File: config.mk
export PLATFORM = sky130hd
export DESIGN_NAME = serial_word_comparator
export DESIGN_NICKNAME = d
export VERILOG_FILES = /design/src/rtl/serial_word_comparator.sv
export SDC_FILE = /design/constraint.sdc
export NUM_CORES = 1
export LEC_CHECK = 0
export CAP_MARGIN = 25
export CORE_MARGIN = 10
export CORE_UTILIZATION = 60
export DETAILED_ROUTE_END_ITERATION = 6
export DONT_BUFFER_PORTS = 1
export PLACE_DENSITY_LB_ADDON = 0.1
export SLEW_MARGIN = 20
export SYNTH_ARGS = -nofsm -noshare
export SYNTH_HDL_FRONTEND = slang
export SYNTH_SLANG_ARGS = --single-unit
File: constraint.sdc
create_clock -name clk -period 3.2 [get_ports clk]
set_input_delay 0.64 -clock clk [delete_from_list [all_inputs] [get_ports clk]]
set_output_delay 0.64 -clock clk [all_outputs]
set_load 0.05 [all_outputs]
File: src/rtl/serial_word_comparator.sv
`default_nettype none
// ============================================================================
// Module      : serial_word_comparator
// Description : Compares two unsigned words that arrive serially, MSB first,
//               one bit pair per bit_valid cycle. The first differing bit
//               decides the relation; the result (eq/gt/lt) is published
//               one cycle after the word completes and held until the next
//               accepted start.
// Revision    : 1.0 - initial release
// ============================================================================
module serial_word_comparator #(
    parameter int WIDTH = 8
) (
    input  logic       clk,
    input  logic       reset,
    input  logic       start,
    input  logic       bit_valid,
    input  logic       a_bit,
    input  logic       b_bit,
    output logic       busy,
    output logic       done,
    output logic       result_valid,
    output logic       eq,
    output logic       gt,
    output logic       lt,
    output logic [5:0] bit_cnt
);

    typedef enum logic [1:0] {
        S_IDLE  = 2'd0,
        S_SHIFT = 2'd1,
        S_DONE  = 2'd2
    } state_t;

    localparam logic [5:0] C_LAST_CNT = 6'(WIDTH);

    state_t     r_state;
    logic [5:0] r_bit_cnt;
    logic       r_decided;
    logic [1:0] r_rel;          // [1] = A greater, [0] = B greater
    logic       r_busy;
    logic       r_done;
    logic       r_result_valid;
    logic       r_eq;
    logic       r_gt;
    logic       r_lt;

    logic [5:0] w_cnt_next;
    logic       w_start_ok;

    // Count of bits after accepting the current pair.
    assign w_cnt_next = r_bit_cnt + 6'd1;

    // The cycle in which done is visible still belongs to the DONE phase
    // from the outside, so a start arriving together with done is dropped.
    assign w_start_ok = start & ~r_done;

    // Control FSM with all outputs registered.
    always_ff @(posedge clk) begin
        if (reset) begin
            r_state        <= S_IDLE;
            r_bit_cnt      <= 6'd0;
            r_decided      <= 1'b0;
            r_rel          <= 2'b00;
            r_busy         <= 1'b0;
            r_done         <= 1'b0;
            r_result_valid <= 1'b0;
            r_eq           <= 1'b0;
            r_gt           <= 1'b0;
            r_lt           <= 1'b0;
        end else begin
            r_done <= 1'b0;
            case (r_state)
                S_IDLE: begin
                    if (w_start_ok) begin
                        r_state        <= S_SHIFT;
                        r_busy         <= 1'b1;
                        r_bit_cnt      <= 6'd0;
                        r_decided      <= 1'b0;
                        r_rel          <= 2'b00;
                        r_result_valid <= 1'b0;
                        r_eq           <= 1'b0;
                        r_gt           <= 1'b0;
                        r_lt           <= 1'b0;
                    end
                end
                S_SHIFT: begin
                    if (bit_valid) begin
                        r_bit_cnt <= w_cnt_next;
                        // Only the most significant differing bit matters.
                        if (!r_decided && (a_bit != b_bit)) begin
                            r_decided <= 1'b1;
                            r_rel     <= {a_bit, b_bit};
                        end
                        if (w_cnt_next == C_LAST_CNT) begin
                            r_state <= S_DONE;
                            r_busy  <= 1'b0;
                        end
                    end
                end
                S_DONE: begin
                    r_state        <= S_IDLE;
                    r_done         <= 1'b1;
                    r_result_valid <= 1'b1;
                    r_eq           <= ~r_decided;
                    r_gt           <= r_decided & r_rel[1];
                    r_lt           <= r_decided & r_rel[0];
                end
                default: begin
                    r_state <= S_IDLE;
                    r_busy  <= 1'b0;
                end
            endcase
        end
    end

    assign busy         = r_busy;
    assign done         = r_done;
    assign result_valid = r_result_valid;
    assign eq           = r_eq;
    assign gt           = r_gt;
    assign lt           = r_lt;
    assign bit_cnt      = r_bit_cnt;

endmodule
`default_nettype wire

**I/O nets highlighted**

(4 px per um)
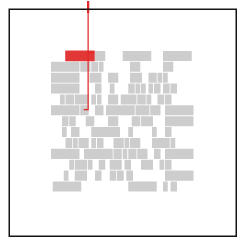
`busy`: in red, bits 1, direction output, end cells 1, buffers 0, wire 27.1 um.

**Cell placement**

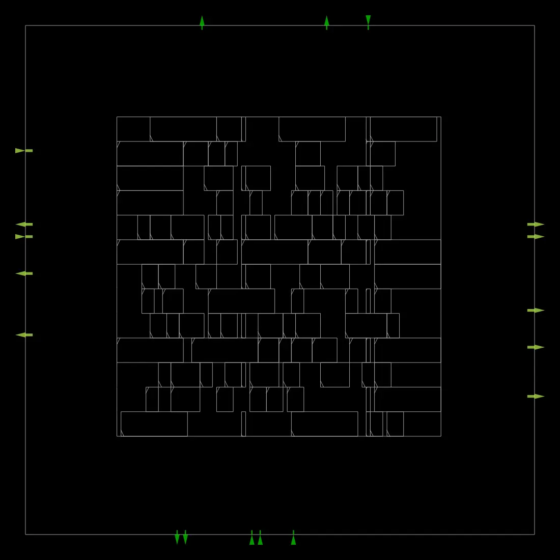
Std-Cell Rows: 13
filler cell count: 117
Floorplan Core Area: 0.00127 mm2
final cell count without fillers: 111
tap cells: 15

**Cell sizes after repair**

(8 px per um)
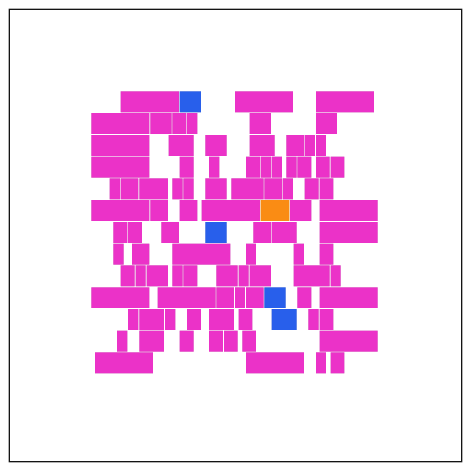
_3 and _4 cells: in blue, cells 4, most used clkbuf_4. _0 and _1 cells: in magenta, cells 91, most used dfxtp_1. _2 cells: in orange, cells 1, most used a21bo_2.
number of buffers outside the clock class in the layout: 0
fin worst setup slack: 1.29 ns
final design area excluding fillers: 817 um2
layout overhead on the synthesized area: 3.00%

-- final cells by class --
cell class / count / area [um2] / share of cell area [%]
Multi-Input combinational cell: 73 / 424 / 51.9
Clock buffer: 4 / 26.3 / 3.22
Sequential cell: 17 / 340 / 41.7
Tap cell: 15 / 18.8 / 2.30
Inverter: 2 / 7.51 / 0.919
-- flip-flops by register name, summed over array words and instances (netlist names) --
name,flops
result_valid,1
gt,1
r_decided,1
eq,1
r_state,2
lt,1
done,1
r_rel,2
busy,1
bit_cnt,6
-- where the power goes --
group	leakage [uW]	total (uW)	internal, uW	switching [uW]
clock network	0.0000150	116	48.6	67.3
logic	0.000128	53.8	25.1	28.6
registers	0.000138	257	222	35.1
-- final timing paths --
| kind | start | endpoint | slack, ns |
|---|---|---|---|
| worst max-delay path | bit_cnt[0]$_SDFFE_PP0P_ | busy$_SDFFE_PP0P_ | 1.29 |
| worst min-delay path | reset | r_decided$_SDFFE_PP0P_ | 0.40 |
| worst max register to register | bit_cnt[0]$_SDFFE_PP0P_ | busy$_SDFFE_PP0P_ | 1.29 |
| worst min register to register | r_rel[1]$_SDFFE_PP0P_ | r_rel[1]$_SDFFE_PP0P_ | 0.48 |
-- placed cells by master, fill, tap and decap left out, drive strengths merged, types with 3 or more instances in the layout --
cell type and count:
nor2 15, o21ai 3, dfxtp 17, a21oi 11
nand3 6, nand2b 4, clkbuf 4, nand2 6
-- stage by stage --
step / setup slack, ns / util (%) / power (uW) / std cells
after floorplan: 1.43 / - / 308 / 97
after CTS: 1.29 / 64.4 / 427 / 111
after global routing: 1.17 / 64.4 / 446 / 111
after detailed placement: 1.32 / 62.3 / 315 / 107
final: 1.29 / 64.4 / 426 / 111
after global placement: 1.34 / 62.3 / 313 / 107
-- cells by family (layout without fill, tap and decap cells) --
logic type | after synthesis | count (layout) | share of synthesized area, %
xor+xnor | 1 | 1 | 1.10
compound gates | 26 | 26 | 21.3
flops | 17 | 17 | 42.9
simple gates | 45 | 45 | 29.5
buf+inv | 7 | 6 | 3.63
fa+ha+maj | 1 | 1 | 1.58
-- layer usage --
layer | vias up | routed length (um) | global-route usage, %
met1 | 331 | 710 | 11.1
met3 | 5 | 143 | 5.62
met4 | 0 | 34 | 7.56
li1 | 349 | - | -
met2 | 16 | 812 | 17.6
met5 | - | 0 | 0
-- worst max-delay path: cells and delay by family, from the launching register on --
| family | cells | cell delay (ns) |
|---|---|---|
| adders and majority gates | 1 | 0.36 |
| AOI/OAI and AO/OA | 3 | 0.65 |
| and+or+nand+nor | 1 | 0.06 |
| DFF | 1 | 0.72 |
==> impl_metrics.env <==
# yosys + openroad results
export IMPL_critical_path_max_fanout=6
export IMPL_cpPeakStageDelay_ns=0.72
export IMPL_synth_seq_cells=17
export IMPL_dominantRegCellSynth="sky130_fd_sc_hd__dfxtp_1"
export IMPL_top_area_cell="sky130_fd_sc_hd__dfxtp_1"
export IMPL_cts_post_setup_buffers_inserted=0
export IMPL_cp_start_kind="flip-flop"
export IMPL_cts_htree_levels=1
export IMPL_clock_sinks=17
export IMPL_tritoncts="done"
export IMPL_hp_class="in -> reg"
export IMPL_finish_net_count=104
export IMPL_number_of_antenna_violations_at_the_first_check_in_global_routing=0
export IMPL_critical_path_cell_chain="ha_1, a21bo_2, o2111a_1, nor3b_1, a211o_1"
export IMPL_groute_usage_overall_pct=11.1
export IMPL_slowest_stage="sky130_fd_sc_hd__dfxtp_1"
export IMPL_postSynthAreaPerCell_um2=8.18
export IMPL_floorplan_die_width_um=56.4
export IMPL_floorplan_die_area_mm2=0.00318
export IMPL_tightestPinTransition_ns=0.689
export IMPL_netlist_top_cell_by_instances="sky130_fd_sc_hd__dfxtp_1"
export IMPL_postSynth_asyncResetShare_pct=0
export IMPL_power_per_cell_area_mw_per_mm2=522
export IMPL_antenna_diode_count=0
export IMPL_synthTopCellsByCount="sky130_fd_sc_hd__dfxtp_1, sky130_fd_sc_hd__nor2_1, sky130_fd_sc_hd__a21oi_1"
export IMPL_whs_path_depth=1
export IMPL_finalWorstPathRequiredPeriod_ns=1.91
export IMPL_fin_setup_tns_ns=0
export IMPL_via_per_inst=6.32
export IMPL_grt_first_pass_wirelength_um=2900
export IMPL_finClkSkew_ns=0.00952
export IMPL_vdd_ir_drop_worst_uv=281
export IMPL_cts_root_buffer="sky130_fd_sc_hd__clkbuf_4"
export IMPL_final_layout_size_suffix_gt1_share_pct=5.21
export IMPL_placedInstanceArea_um2=791
export IMPL_vias=701
export IMPL_synthesis_area_um2=793
export IMPL_outcome="completed"
export IMPL_portBuffers=0
export IMPL_netlist_cell_type_count=33
export IMPL_finalHoldWorstSlack_ns=0.397
export IMPL_pin_count_of_the_biggest_net_entering_global_routing=20
export IMPL_clk_transition_reported_paths_ns=0.10
export IMPL_insertion_delay_ns=0.30
export IMPL_drc=0
export IMPL_globalplace_congestion=0.796
export IMPL_setup_repair_after_global_routing_missed_its_margin="false"
export IMPL_cap_violations=0
export IMPL_critical_path_required_ns=3.38
export IMPL_first_global_vias=660
export IMPL_yosys_cells=97
export IMPL_report_final_hold_viol_count=0
export IMPL_routed_wl_um=1700
export IMPL_wl_per_cell_um=15.3
export IMPL_end_kind="flip-flop"
Power figures rest on the tool's default switching activity, not on a simulated workload.
